[config.mk]
export PLATFORM = sky130hd
export DESIGN_NAME = lnrv_pipe_flush_ctrl
export DESIGN_NICKNAME = d
export VERILOG_FILES = /design/src/rtl/lnrv_pipe_flush_ctrl_pkg.sv /design/src/rtl/lnrv_flush_ostd_cnt.sv /design/src/rtl/lnrv_pipe_flush_ctrl.sv
export SDC_FILE = /design/constraint.sdc
export NUM_CORES = 1
export LEC_CHECK = 0
export ABC_AREA = 1
export CORE_ASPECT_RATIO = 1.1
export CORE_MARGIN = 2
export CORE_UTILIZATION = 25
export DETAILED_ROUTE_END_ITERATION = 10
export PLACE_DENSITY_LB_ADDON = 0.25
export SLEW_MARGIN = 25
export SYNTH_ARGS = -nofsm -noshare
export SYNTH_HDL_FRONTEND = slang
export SYNTH_SLANG_ARGS = --single-unit
[constraint.sdc]
create_clock -name clk -period 1.35 [get_ports clk]
set_input_delay 0.405 -clock clk [delete_from_list [all_inputs] [get_ports clk]]
set_output_delay 0.405 -clock clk [all_outputs]
set_load 0.01 [all_outputs]
[src/rtl/lnrv_pipe_flush_ctrl_pkg.sv]
// Shared types for the pipeline-flush controller: FSM state, flush source,
// default outstanding-fetch depth and the EXU redirect-target helper.
package lnrv_pipe_flush_ctrl_pkg;

   typedef enum logic [1:0] {
      FLUSH_ST_IDLE  = 2'd0,
      FLUSH_ST_DRAIN = 2'd1,
      FLUSH_ST_REDIR = 2'd2
   } flush_state_e;

   typedef enum logic {
      FLUSH_SRC_EXU  = 1'b0,
      FLUSH_SRC_TRAP = 1'b1
   } flush_src_e;

   localparam int FLUSH_OSTD_MAX = 2;

   // Jump/branch target: operand sum with bit 0 cleared (JALR semantics).
   function automatic logic [31:0] exu_target(input logic [31:0] op1, input logic [31:0] op2);
      logic [31:0] sum;
      sum = op1 + op2;
      return {sum[31:1], 1'b0};
   endfunction

endpackage

[src/rtl/lnrv_flush_ostd_cnt.sv]
// lnrv_flush_ostd_cnt: saturating up/down count of outstanding IFU fetches,
// with zero flags for the current and next-cycle value.
module lnrv_flush_ostd_cnt #(
   parameter int OSTD_MAX = 2
) (
   input  logic clk,
   input  logic rst_n,
   input  logic inc_i,
   input  logic dec_i,
   output logic zero_o,
   output logic nxt_zero_o,
   output logic full_o
);

   localparam int               CNT_W   = $clog2(OSTD_MAX + 1);
   localparam logic [CNT_W-1:0] CNT_MAX = CNT_W'(OSTD_MAX);

   logic [CNT_W-1:0] cnt_q, cnt_d;

   // NOTE: cnt_d gets a default before any branch so no latch is inferred.
   always_comb begin
      cnt_d = cnt_q;
      if (inc_i && !dec_i && (cnt_q != CNT_MAX)) begin
         cnt_d = cnt_q + CNT_W'(1);
      end else if (dec_i && !inc_i && (cnt_q != '0)) begin
         cnt_d = cnt_q - CNT_W'(1);
      end
   end

   // NOTE: registers update with <= so every flop samples pre-edge values.
   always_ff @(posedge clk or negedge rst_n) begin
      if (!rst_n) begin
         cnt_q <= '0;
      end else begin
         cnt_q <= cnt_d;
      end
   end

   assign zero_o     = (cnt_q == '0);
   assign nxt_zero_o = (cnt_d == '0);
   assign full_o     = (cnt_q == CNT_MAX);

endmodule

[src/rtl/lnrv_pipe_flush_ctrl.sv]
// lnrv_pipe_flush_ctrl: accepts EXU/trap flush requests, drains stale fetches,
// redirects the IFU once and acks the requester. LNRV_FLUSH_BYPASS_EN enables
// the zero-latency redirect path.
module lnrv_pipe_flush_ctrl
   import lnrv_pipe_flush_ctrl_pkg::*;
#(
   parameter int OSTD_MAX = FLUSH_OSTD_MAX
) (
   input  logic        clk,
   input  logic        rst_n,
   input  logic        flush_req,
   output logic        flush_ack,
   input  logic [31:0] flush_pc_op1,
   input  logic [31:0] flush_pc_op2,
   input  logic        trap_req,
   input  logic [31:0] trap_pc,
   output logic        trap_ack,
   input  logic        ifu_req_hsk,
   input  logic        ifu_rsp_hsk,
   output logic        ifu_req_allow,
   output logic        ifu_rsp_discard,
   output logic        pipe_kill,
   output logic        ifu_redirect_vld,
   input  logic        ifu_redirect_rdy,
   output logic [31:0] ifu_redirect_pc
);

   flush_state_e state_q, state_d;
   flush_src_e   src_q, src_d;
   logic [31:0]  tgt_q, tgt_d;
   logic         cnt_zero, cnt_nxt_zero, cnt_full;
   logic         accept, bypass;
   flush_src_e   accept_src;
   logic [31:0]  accept_tgt;

   lnrv_flush_ostd_cnt #(
      .OSTD_MAX   (OSTD_MAX)
   ) u_ostd_cnt (
      .clk        (clk),
      .rst_n      (rst_n),
      .inc_i      (ifu_req_hsk),
      .dec_i      (ifu_rsp_hsk),
      .zero_o     (cnt_zero),
      .nxt_zero_o (cnt_nxt_zero),
      .full_o     (cnt_full)
   );

   // rst_n also masks accept so outputs show reset values while a request is held.
   assign accept     = rst_n & (state_q == FLUSH_ST_IDLE) & (trap_req | flush_req);
   assign accept_src = trap_req ? FLUSH_SRC_TRAP : FLUSH_SRC_EXU;
   assign accept_tgt = trap_req ? trap_pc : exu_target(flush_pc_op1, flush_pc_op2);

`ifdef LNRV_FLUSH_BYPASS_EN
   assign bypass = accept & cnt_zero & ~ifu_req_hsk & ifu_redirect_rdy;
`else
   assign bypass = 1'b0;
`endif

   always_comb begin
      src_d = src_q;
      tgt_d = tgt_q;
      if (accept) begin
         src_d = accept_src;
         tgt_d = accept_tgt;
      end
   end

   always_ff @(posedge clk or negedge rst_n) begin
      if (!rst_n) begin
         state_q <= FLUSH_ST_IDLE;
         src_q   <= FLUSH_SRC_EXU;
         tgt_q   <= '0;
      end else begin
         state_q <= state_d;
         src_q   <= src_d;
         tgt_q   <= tgt_d;
      end
   end

   always_comb begin
      state_d = state_q;
      case (state_q)
         FLUSH_ST_IDLE: begin
            if (accept && !bypass) begin
               state_d = (!cnt_zero || !cnt_nxt_zero) ? FLUSH_ST_DRAIN : FLUSH_ST_REDIR;
            end
         end
         FLUSH_ST_DRAIN: begin
            if (cnt_nxt_zero) state_d = FLUSH_ST_REDIR;
         end
         FLUSH_ST_REDIR: begin
            if (ifu_redirect_rdy) state_d = FLUSH_ST_IDLE;
         end
         default: state_d = FLUSH_ST_IDLE;
      endcase
   end

   always_comb begin
      pipe_kill        = accept | (state_q != FLUSH_ST_IDLE);
      ifu_rsp_discard  = pipe_kill;
      ifu_req_allow    = ~cnt_full & ~pipe_kill;
      ifu_redirect_vld = 1'b0;
      ifu_redirect_pc  = '0;
      flush_ack        = 1'b0;
      trap_ack         = 1'b0;
      if (state_q == FLUSH_ST_REDIR) begin
         ifu_redirect_vld = 1'b1;
         ifu_redirect_pc  = tgt_q;
         if (ifu_redirect_rdy) begin
            flush_ack = (src_q == FLUSH_SRC_EXU);
            trap_ack  = (src_q == FLUSH_SRC_TRAP);
         end
      end else if (bypass) begin
         ifu_redirect_vld = 1'b1;
         ifu_redirect_pc  = accept_tgt;
         flush_ack        = (accept_src == FLUSH_SRC_EXU);
         trap_ack         = (accept_src == FLUSH_SRC_TRAP);
      end
   end

endmodule

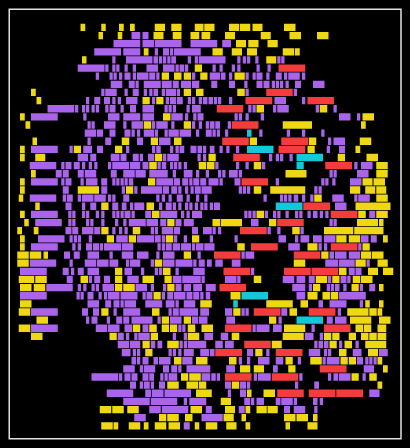
Fig. 1. Cell classes on the final placement (run 1).
[cyan] clock drivers and dummy loads | cells: 8
[yellow] remaining buffers and delay cells | cells: 279
[purple] combinational and other logic | cells: 741
[red] sequential cells | cells: 37

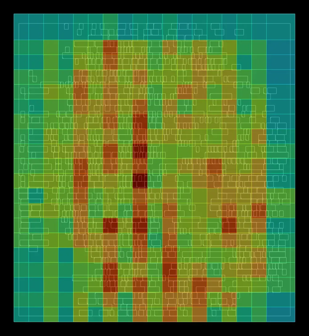
Fig. 2. Congestion heat map (run 1).
busiest layer in global routing: met2
average routed wire per standard cell: 12.6 um
Core Util, Final: 0.527

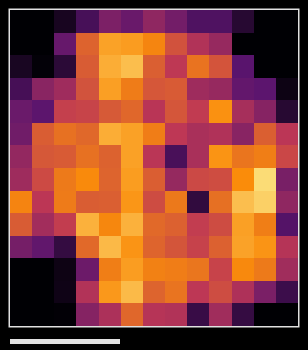
Fig. 3. Local utilization (run 1).
The bar under the picture is 50 um long. The die is cut into 13 by 14 equal tiles; black is low, pale yellow is high, 0 to 100% covered.
densest ninth of the die: bottom middle
fullest tile: 93%
tiles over 75% full: 14%
nearly empty tiles: 12%
mean over tiles: 47%
emptiest ninth of the die: top right

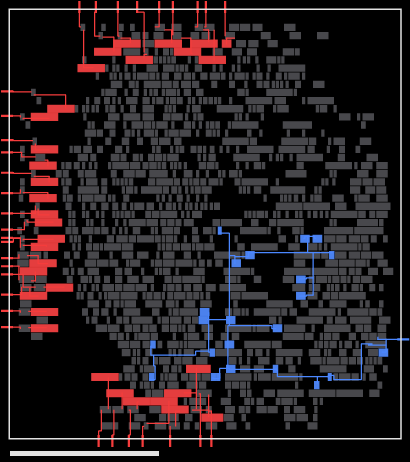
Fig. 4. Port wiring (run 1).
The bar under the picture is 50 um long.
[red] `flush_pc_op1` | bits: 32 | direction: input | end cells: 33 | buffers: 32 | wire: 503 um
[blue] `trap_req` | bits: 1 | direction: input | end cells: 23 | buffers: 2 | wire: 292 um

==> run 1: routing by layer <==
| metal | part of all wire | vias up | global-route usage | wire (um) |
|---|---|---|---|---|
| li1 | - | 2953 | - | - |
| met1 | 0.47 | 2451 | 0.239 | 7650 |
| met2 | 0.48 | 115 | 0.296 | 7890 |
| met3 | 0.034 | 16 | 0.0109 | 552 |
| met4 | 0.014 | 0 | 0.0392 | 233 |
| met5 | 0 | - | 0 | 0 |
==> run 1: area by class of cell <==
cell class                      count  area, um2
Tap cell                          234        293
Inverter                          157        604
Timing Repair Buffer              279       2540
Fill cell                        1718       8110
Multi-Input combinational cell    584       4530
Clock buffer                        5        125
Clock inverter                      3       17.5
Sequential cell                    37        926
==> results_slide.txt, run 1 <==
Implementation Results

Status
  – Status: complete, but fails checks
  – Failing checks: negative setup slack

Setup path
  – CP delay by family, top: buffers and inverters
  – CP Class: reg -> out
  – CP cell instances: nor2_4 > inv_6 > bufbuf_16 > nor2_2 > buf_2
  – Levels on crit path: 5
  – R2r startpoint: state_q[0]
  – Crit. End Element: primary output
  – CP Max Fanout: 5
  – Worst R2R Setup Slack: -0.28 ns
  – Buf+Inv Stages, Crit Path: 3
  – Worst Path Arrival: 1.41 ns
  – Critical path startpoint: state_q[0]
  – R2R depth: 10
  – Slowest cell on the critical path: dfrtp_1
  – Worst R2R End: tgt_q[21]
  – Critical Path End: ifu_redirect_pc[17]
  – Largest stage delay on the critical path: 0.40 ns
  – Startpoint types: register
  – Crit path DRT: roughly 0.95 ns

Synth
  – Post-synth ARST share: 1.00
  – Warnings from Yosys: 0
  – Simple share: 0.430
  – Synth top cell by count: nand2_1
  – MUX area fraction: 0
  – Cell Area, Synth: approximately 4400 um2
  – Cell variety after synth: 35
  – Adder Share, Synth: 0.0955
  – Syn Area/Cell: 5.54 um2
  – Post-synth EDFFs: 0
  – Main logic family: simple AND/OR/NAND/NOR gates
  – Floorplan Nets: slightly above 900
  – Main flop type: dfrtp_1
  – Yosys Instances: 795
  – AO/OA Area Share: 0.0949
  – Synth area leaders: nand2_1 (24%), dfrtp_1 (21%), inv_1 (13%)
  – Yosys top cell area share: 0.244
  – Synth Seq Share: 0.210
  – Yosys Chip Area: 4400 um2
  – Cell taking the most area after synthesis: nand2_1
  – Synth flops: 37
  – Xor/xnor share: 0.0179
  – Synth top cells by count: nand2_1 (286), inv_1 (152), nor2_1 (114)
  – Post-synthesis cell count: 795

Cells and area
  – P&R area growth vs syn: 105%
  – Most common cell after layout, fill and taps aside: nand2_1
  – Largest register FFs: 32
  – Total Nets Final: about 1200
  – Largest registers: tgt_q: 32 flops, state_q: 2 flops, u_ostd_cnt.cnt_q: 2 flops
  – Share of cells above drive strength 1: 0.534
  – Most flop-heavy register: tgt_q
  – ANT cells: 0
  – Non-filler cells, final: around 1300
  – Most frequent logic cells in the routed design: nand2_1 (167), inv_1 (133), buf_4 (113)
  – Design area: 9040 um2

Power
  – Comb power frac: 0.696
  – Switch Pwr: 0.00405 W
  – Total power: 0.00990 W
  – Leakage power: 4.66 nW
  – Clock power frac: 0.116
  – Clock-net power: ~0.0012 W
  – Combinational gate power: ~0.0069 W
  – Seq group: 0.00186 W
  – Sequential Power Share: 0.188
  – Sw frac: 0.409
  – VDD IR-drop max: 0.641 mV
  – Int Pwr: 0.00586 W
  – Main power group: combinational cells
  – Pwr Density: 1100 nW/um2

Floorplanning
  – Die area: about 19000 um2
  – Fp_density: 0.257
  – # rows: roughly 50
  – IO Pins: 141
  – Die Width: 131 um
  – Core area: about 17000 um2
  – Die Span Y: 143 um

Timing
  – Hold WS: about 0.21 ns
  – Final setup fails: 74
  – Final Hold Vio Count: 0
  – Final worst slack: -0.464 ns
  – Fin crit share: 1.34
  – Worst Skew: between 0.002 and 0.003 ns
  – Max Freq: 0.551 GHz
  – Slew headroom: 0.657
  – Unrepaired setup endpoints after global routing: true
  – Slew Limit Fails: 0
  – TNS Setup: -21.59 ns
  – Tmin final: 1.81 ns
  – Worst slew pin tran: approximately 0.5 ns

Clock tree
  – Longest Clk Path Bufs: 2
  – CTS tree: done
  – Cts repair resizes: 642
  – Total setup buffers inserted after CTS: 30
  – Num CTS Buffers: 5
  – CTS root buffer: clkbuf_16
  – Clk pin slew, worst setup/hold paths: approximately 0.06 ns
  – Hold_buf cts: 0
  – H-Tree Depth: 2
  – Clk sinks: 37
  – Worst skew pair latency: 0.28 ns

Worst hold path
  – Hold Crit Class: in -> async

Placed design
  – Dpl cell area: ~7500 um2
  – Inst Count DP: 1257
  – Placed wire-length estimate: 12200 um
  – Setup WS pre-CTS: -1.04 ns
  – RePlAce Congestion: 0.844
  – IO Port Bufs: 140

Detailed routing
  – DR DRC count: 0
  – Via count: 5535
  – WL final: 16300 um
  – Avg Vias per Cell: around 4.3
  – Detailed-router iteration count before antenna repair: 5
  – Post-DRT Antenna Nets: 0
  – DRT iter0 DRCs: roughly 160

Flow run
  – Stage-log warning count: 30
  – Max_cap viols: 0

Global route
  – Grt total ovfl: 0
  – Largest net degree at the start of global routing: 38
  – First-pass GRT wire length: approximately 26000 um
  – Total GRT Usage: 0.173
  – Antenna violations before repair: 0
  – Vias in the first global route: roughly 5400
--- run 2 (diff from run 1) ---
--- a/config.mk
+++ b/config.mk
@@ -6,11 +6,13 @@
 export NUM_CORES = 1
 export LEC_CHECK = 0
 export ABC_AREA = 1
+export CAP_MARGIN = 20
 export CORE_ASPECT_RATIO = 1.1
 export CORE_MARGIN = 2
 export CORE_UTILIZATION = 25
 export DETAILED_ROUTE_END_ITERATION = 10
 export PLACE_DENSITY_LB_ADDON = 0.25
+export SKIP_CTS_REPAIR_TIMING = 1
 export SLEW_MARGIN = 25
 export SYNTH_ARGS = -nofsm -noshare
 export SYNTH_HDL_FRONTEND = slang
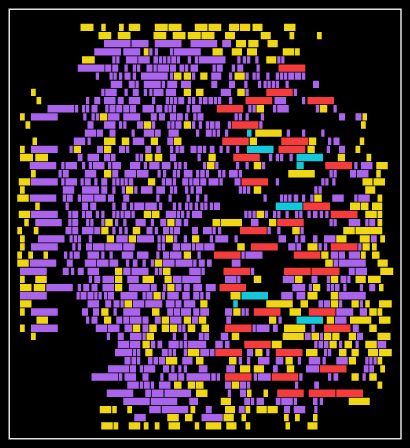
Fig. 5. Cell classes on the final placement (run 2).
core area: 17100 um2
# rows: 50
Core Util, Final: 0.509
sequential cell area share: 0.106
design area: 8720 um2

==> run 2 against run 1 <==
The run still ends with negative setup slack left. Wire length shrank 1.2%. Power decreased by 5.3%. Synthesized cell count unchanged. Non-clock buffer count down 13. Utilization shrank 1.8 points. Worst hold slack improved by 0.0021 ns. Via count shrank 0.72%. Largest power group unchanged.
==> results_slide.txt, run 2 <==
Implementation Results

Floorplanning
  – IO Pins: 141
  – Fp_density: 0.257
  – Die area: roughly 19000 um2
  – Die Span Y: 143 um

Power
  – Clock power frac: 0.122
  – Total power: 0.00938 W
  – Int Pwr: 0.00547 W
  – Switch Pwr: 0.00391 W
  – Comb power frac: 0.679
  – Pwr Density: 1080 nW/um2
  – Sw frac: 0.417
  – VDD IR-drop max: 0.732 mV
  – Leakage power: ~4.6 nW
  – Sequential Power Share: 0.199

Cells and area
  – Most frequent logic cells in the routed design: nand2_1 (156), inv_1 (126), buf_4 (111)
  – Most flop-heavy register: tgt_q
  – P&R area growth vs syn: 98.1%
  – Total Nets Final: 1187
  – Share of cells above drive strength 1: 0.524
  – Largest registers: tgt_q: 32 flops, state_q: 2 flops, u_ostd_cnt.cnt_q: 2 flops
  – Most common cell after layout, fill and taps aside: nand2_1
  – ANT cells: 0

Detailed routing
  – Uppermost layer routed: met4
  – Post-DRT Antenna Nets: 0
  – Post-Route M1 WL: 7830 um
  – Detailed-router iteration count before antenna repair: 4
  – Met2 wire len: 7630 um
  – WL final: about 16000 um
  – DR DRC count: 0
  – DRT iter0 DRCs: 171
  – WL met3: 468 um
  – Via count: 5495
  – Avg Vias per Cell: between 4 and 5
  – Average routed wire per standard cell: 12.6 um

Synth
  – AO/OA Area Share: 0.0949
  – Xor/xnor share: 0.0179
  – Simple share: 0.430
  – Synth top cells by count: nand2_1 (286), inv_1 (152), nor2_1 (114)
  – Synth top cell by count: nand2_1
  – Adder Share, Synth: 0.0955
  – Synth Seq Share: 0.210
  – Floorplan Nets: between 900 and 1000
  – Cell variety after synth: 35
  – Syn Area/Cell: ~5.5 um2
  – Main logic family: simple AND/OR/NAND/NOR gates
  – Cell taking the most area after synthesis: nand2_1
  – Synth area leaders: nand2_1 (24%), dfrtp_1 (21%), inv_1 (13%)
  – Warnings from Yosys: 0
  – Yosys Chip Area: 4400 um2
  – Main flop type: dfrtp_1
  – Post-synth ARST share: 1.00
  – Synth flops: 37
  – Post-synth EDFFs: 0
  – Yosys top cell area share: 0.244
  – Post-synthesis cell count: approximately 800

Timing
  – Final setup fails: 73
  – Final Hold Vio Count: 0
  – Slew Limit Fails: 0
  – Max Freq: between 0.5 and 0.6 GHz
  – Fin crit share: 1.30
  – Hold WS: 0.213 ns
  – Unrepaired setup endpoints after global routing: true
  – Final worst slack: -0.408 ns
  – Slew headroom: 0.653
  – Worst slew pin tran: about 0.52 ns
  – Worst Skew: 0.00273 ns
  – Tmin final: between 1.5 and 2 ns

Clock tree
  – Clk pin slew, worst setup/hold paths: 0.06 ns
  – H-Tree Depth: 2
  – Num CTS Buffers: 5
  – CTS tree: done
  – CTS root buffer: clkbuf_16
  – Clk sinks: 37

Global route
  – Met1 usage: 0.230
  – Grt total ovfl: 0
  – Antenna violations before repair: 0
  – First-pass GRT wire length: around 24000 um
  – GR Util met3: 0.00824
  – Busiest layer in global routing: met2
  – Total GRT Usage: 0.157
  – Met2 GRT Util: 0.253
  – Largest net degree at the start of global routing: 38

Setup path
  – Levels on crit path: 5
  – CP Max Fanout: 12
  – Worst R2R Setup Slack: -0.28 ns
  – Slowest cell on the critical path: dfrtp_1
  – R2R depth: 8
  – Largest stage delay on the critical path: 0.40 ns
  – Worst Path Arrival: 1.35 ns
  – Critical path startpoint: state_q[0]
  – Crit. End Element: primary output
  – CP cell instances: nor2_4 > inv_4 > buf_12 > nor3_1 > buf_2
  – Startpoint types: register
  – Crit path DRT: ~0.95 ns
  – CP delay by family, top: flip-flops
  – Buf+Inv Stages, Crit Path: 3
  – CP Class: reg -> out

Placed design
  – RePlAce Congestion: 0.844
  – IO Port Bufs: 140
  – Dpl cell area: ~7500 um2
  – Setup WS pre-CTS: -1.04 ns
  – Inst Count DP: 1257
  – Placed wire-length estimate: 12200 um

Worst hold path
  – Hold Crit Class: in -> async

Status
  – Failing checks: negative setup slack
  – Status: complete, but fails checks

Flow run
  – Max_cap viols: 0
  – Stage-log warning count: 29
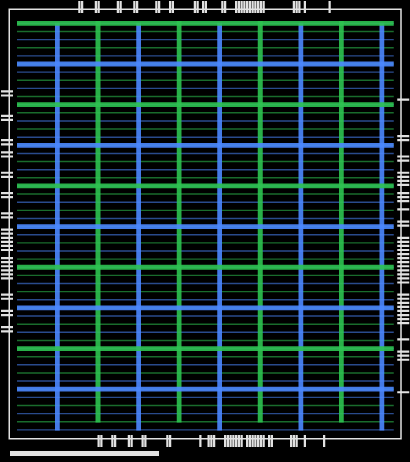
Fig. 6. Power grid (run 2).
The bar under the picture is 50 um long. Pins as bars on the die edge.
[green] VDD
[blue] VSS
met1 rails: 51
met4 straps: 9

## run 2: power by group through the flow
| stage | clock [W] | sequential [W] | combinational (W) |
|---|---|---|---|
| floorplan | 0 | 0.00183 | 0.00286 |
| global placement | 0 | 0.00186 | 0.00538 |
| detailed placement | 0 | 0.00187 | 0.00541 |
| CTS | 0.00118 | 0.00185 | 0.00544 |
| global route | 0.00122 | 0.00194 | 0.00698 |
| finish | 0.00114 | 0.00187 | 0.00637 |
## run 2: layout make-up
type	instances	area [um2]	share of cell area
clock buffers	5	125	0.0143
clock inverters	3	17.5	0.00201
inverters	157	602	0.0690
multi-input cells	584	4480	0.513
flip-flops and latches	37	927	0.106
well taps	234	293	0.0336
repair buffers	266	2280	0.261
Fig. 7: run 2, local utilization
The bar under the picture is 50 um long. The die is cut into 13 by 14 equal tiles; black is low, pale yellow is high, 0 to 100% covered.
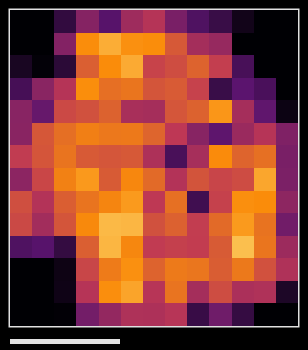

--- run 3 (diff from run 2) ---
--- a/config.mk
+++ b/config.mk
@@ -12,6 +12,7 @@
 export CORE_UTILIZATION = 25
 export DETAILED_ROUTE_END_ITERATION = 10
 export PLACE_DENSITY_LB_ADDON = 0.25
+export SETUP_SLACK_MARGIN = 0.3
 export SKIP_CTS_REPAIR_TIMING = 1
 export SLEW_MARGIN = 25
 export SYNTH_ARGS = -nofsm -noshare
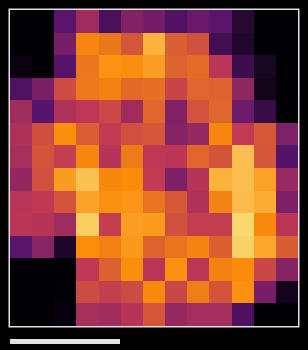
Fig. 8. Local utilization (run 3).
The bar under the picture is 50 um long. The die is cut into 13 by 14 equal tiles; black is low, pale yellow is high, 0 to 100% covered.
mean over tiles: 47%
nearly empty tiles: 12%
emptiest ninth of the die: top right
fullest tile: 92%
tiles over 75% full: 15%

==> run 3 against run 2 <==
The flow still finishes with violations (negative setup slack). Clock skew barely moved. Via count barely moved. Die area did not move. Count of clock-buffer cells in the layout rose by 2. Largest power group unchanged. Critical path type unchanged.
==> results_slide.txt, run 3 <==
Implementation Results

Floorplanning
  – IO Pins: 141
  – Die Span Y: 143 um
  – Tap Count: between 200 and 250
  – # rows: 50

Detailed routing
  – Post-DRT Antenna Nets: 0
  – Post-Route M1 WL: 7390 um
  – Met2 wire len: 7780 um
  – WL met3: 497 um
  – Uppermost layer routed: met4

Cells and area
  – ANT cells: 0
  – Core Util, Final: 0.530
  – Seq cells: 37
  – P&R area growth vs syn: 106%
  – Logic area: 4620 um2
  – Largest registers: tgt_q: 32 flops, state_q: 2 flops, u_ostd_cnt.cnt_q: 2 flops
  – Biggest Area Class: combinational gates
  – Non-filler cells, final: 1289
  – Clkbuf count: 7
  – Mi-comb count: 584
  – Non-clk buf share: 0.275
  – Most flop-heavy register: tgt_q

Synth
  – Yosys Instances: 795
  – Cell Area, Synth: 4400 um2
  – Yosys Chip Area: 4400 um2
  – Synth area leaders: nand2_1 (24%), dfrtp_1 (21%), inv_1 (13%)
  – Synth top cells by count: nand2_1 (286), inv_1 (152), nor2_1 (114)
  – Synth flops: 37
  – Syn Area/Cell: 5.54 um2
  – Synth Seq Share: 0.210
  – Cell variety after synth: 35

Clock tree
  – Longest Clk Path Bufs: 2
  – CTS root buffer: clkbuf_16
  – Clk sinks: 37
  – H-Tree Depth: 2

Power
  – Comb power frac: 0.698
  – Combinational gate power: between 0.007 and 0.008 W
  – VDD IR-drop max: ~0.88 mV
  – Pwr Density: 1110 nW/um2
  – Sequential Power Share: 0.188

Setup path
  – Worst R2R Setup Slack: -0.33 ns
  – Buf+Inv Stages, Crit Path: 3
  – Crit path DRT: 0.95 ns
  – Largest stage delay on the critical path: 0.42 ns
  – CP Max Fanout: 6
  – R2R depth: 8
  – Levels on crit path: 5

Timing
  – Max Freq: 0.587 GHz
  – Final setup fails: 74
  – Slew Limit Fails: 0
  – Worst slew pin tran: 0.493 ns
  – Unrepaired setup endpoints after global routing: true
  – Final worst slack: -0.353 ns
  – Slew headroom: 0.671
  – Hold WS: ~0.23 ns
  – Worst Skew: 0.00239 ns

Global route
  – GR Util met3: 0.0109
  – Antenna violations before repair: 0
  – Largest net degree at the start of global routing: 38
  – Total GRT Usage: 0.159

Status
  – Failing checks: negative setup slack
  – Status: complete, but fails checks

Placed design
  – Placed wire-length estimate: 12300 um

Flow run
  – Stage-log warning count: 29
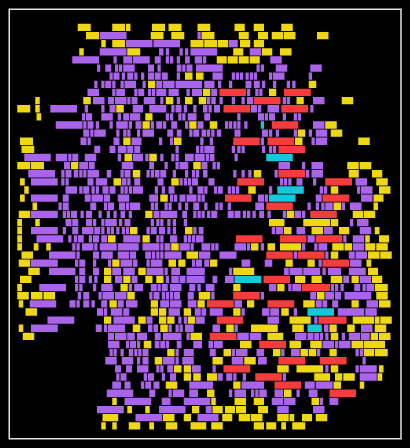
Fig. 9. Cell classes on the final placement (run 3).
sequential cell area share: 0.102
design area: 9080 um2

==> run 3: stage by stage <==
step / setup WS (ns) / power (W) / TNS, ns
2_1_floorplan: -0.372 / 0.00517 / -8.03
3_3_place_gp: -0.996 / 0.00761 / -47.42
3_5_place_dp: -1.02 / 0.00765 / -48.16
4_1_cts: -0.868 / 0.00886 / -48.22
5_1_grt: -0.441 / 0.0109 / -26.78
6_report: -0.353 / 0.0101 / -21.44
==> run 3: cell families after synthesis <==
logic type	after synthesis	synth area share
and+or+nand+nor	469	0.430
buffers and inverters	174	0.151
AOI/OAI and AO/OA	73	0.0949
DFF	37	0.210
adders and majority gates	33	0.0955
xor gates and xnor gates	9	0.0179
No activity file was given, so power comes from the tool's default toggle rates.
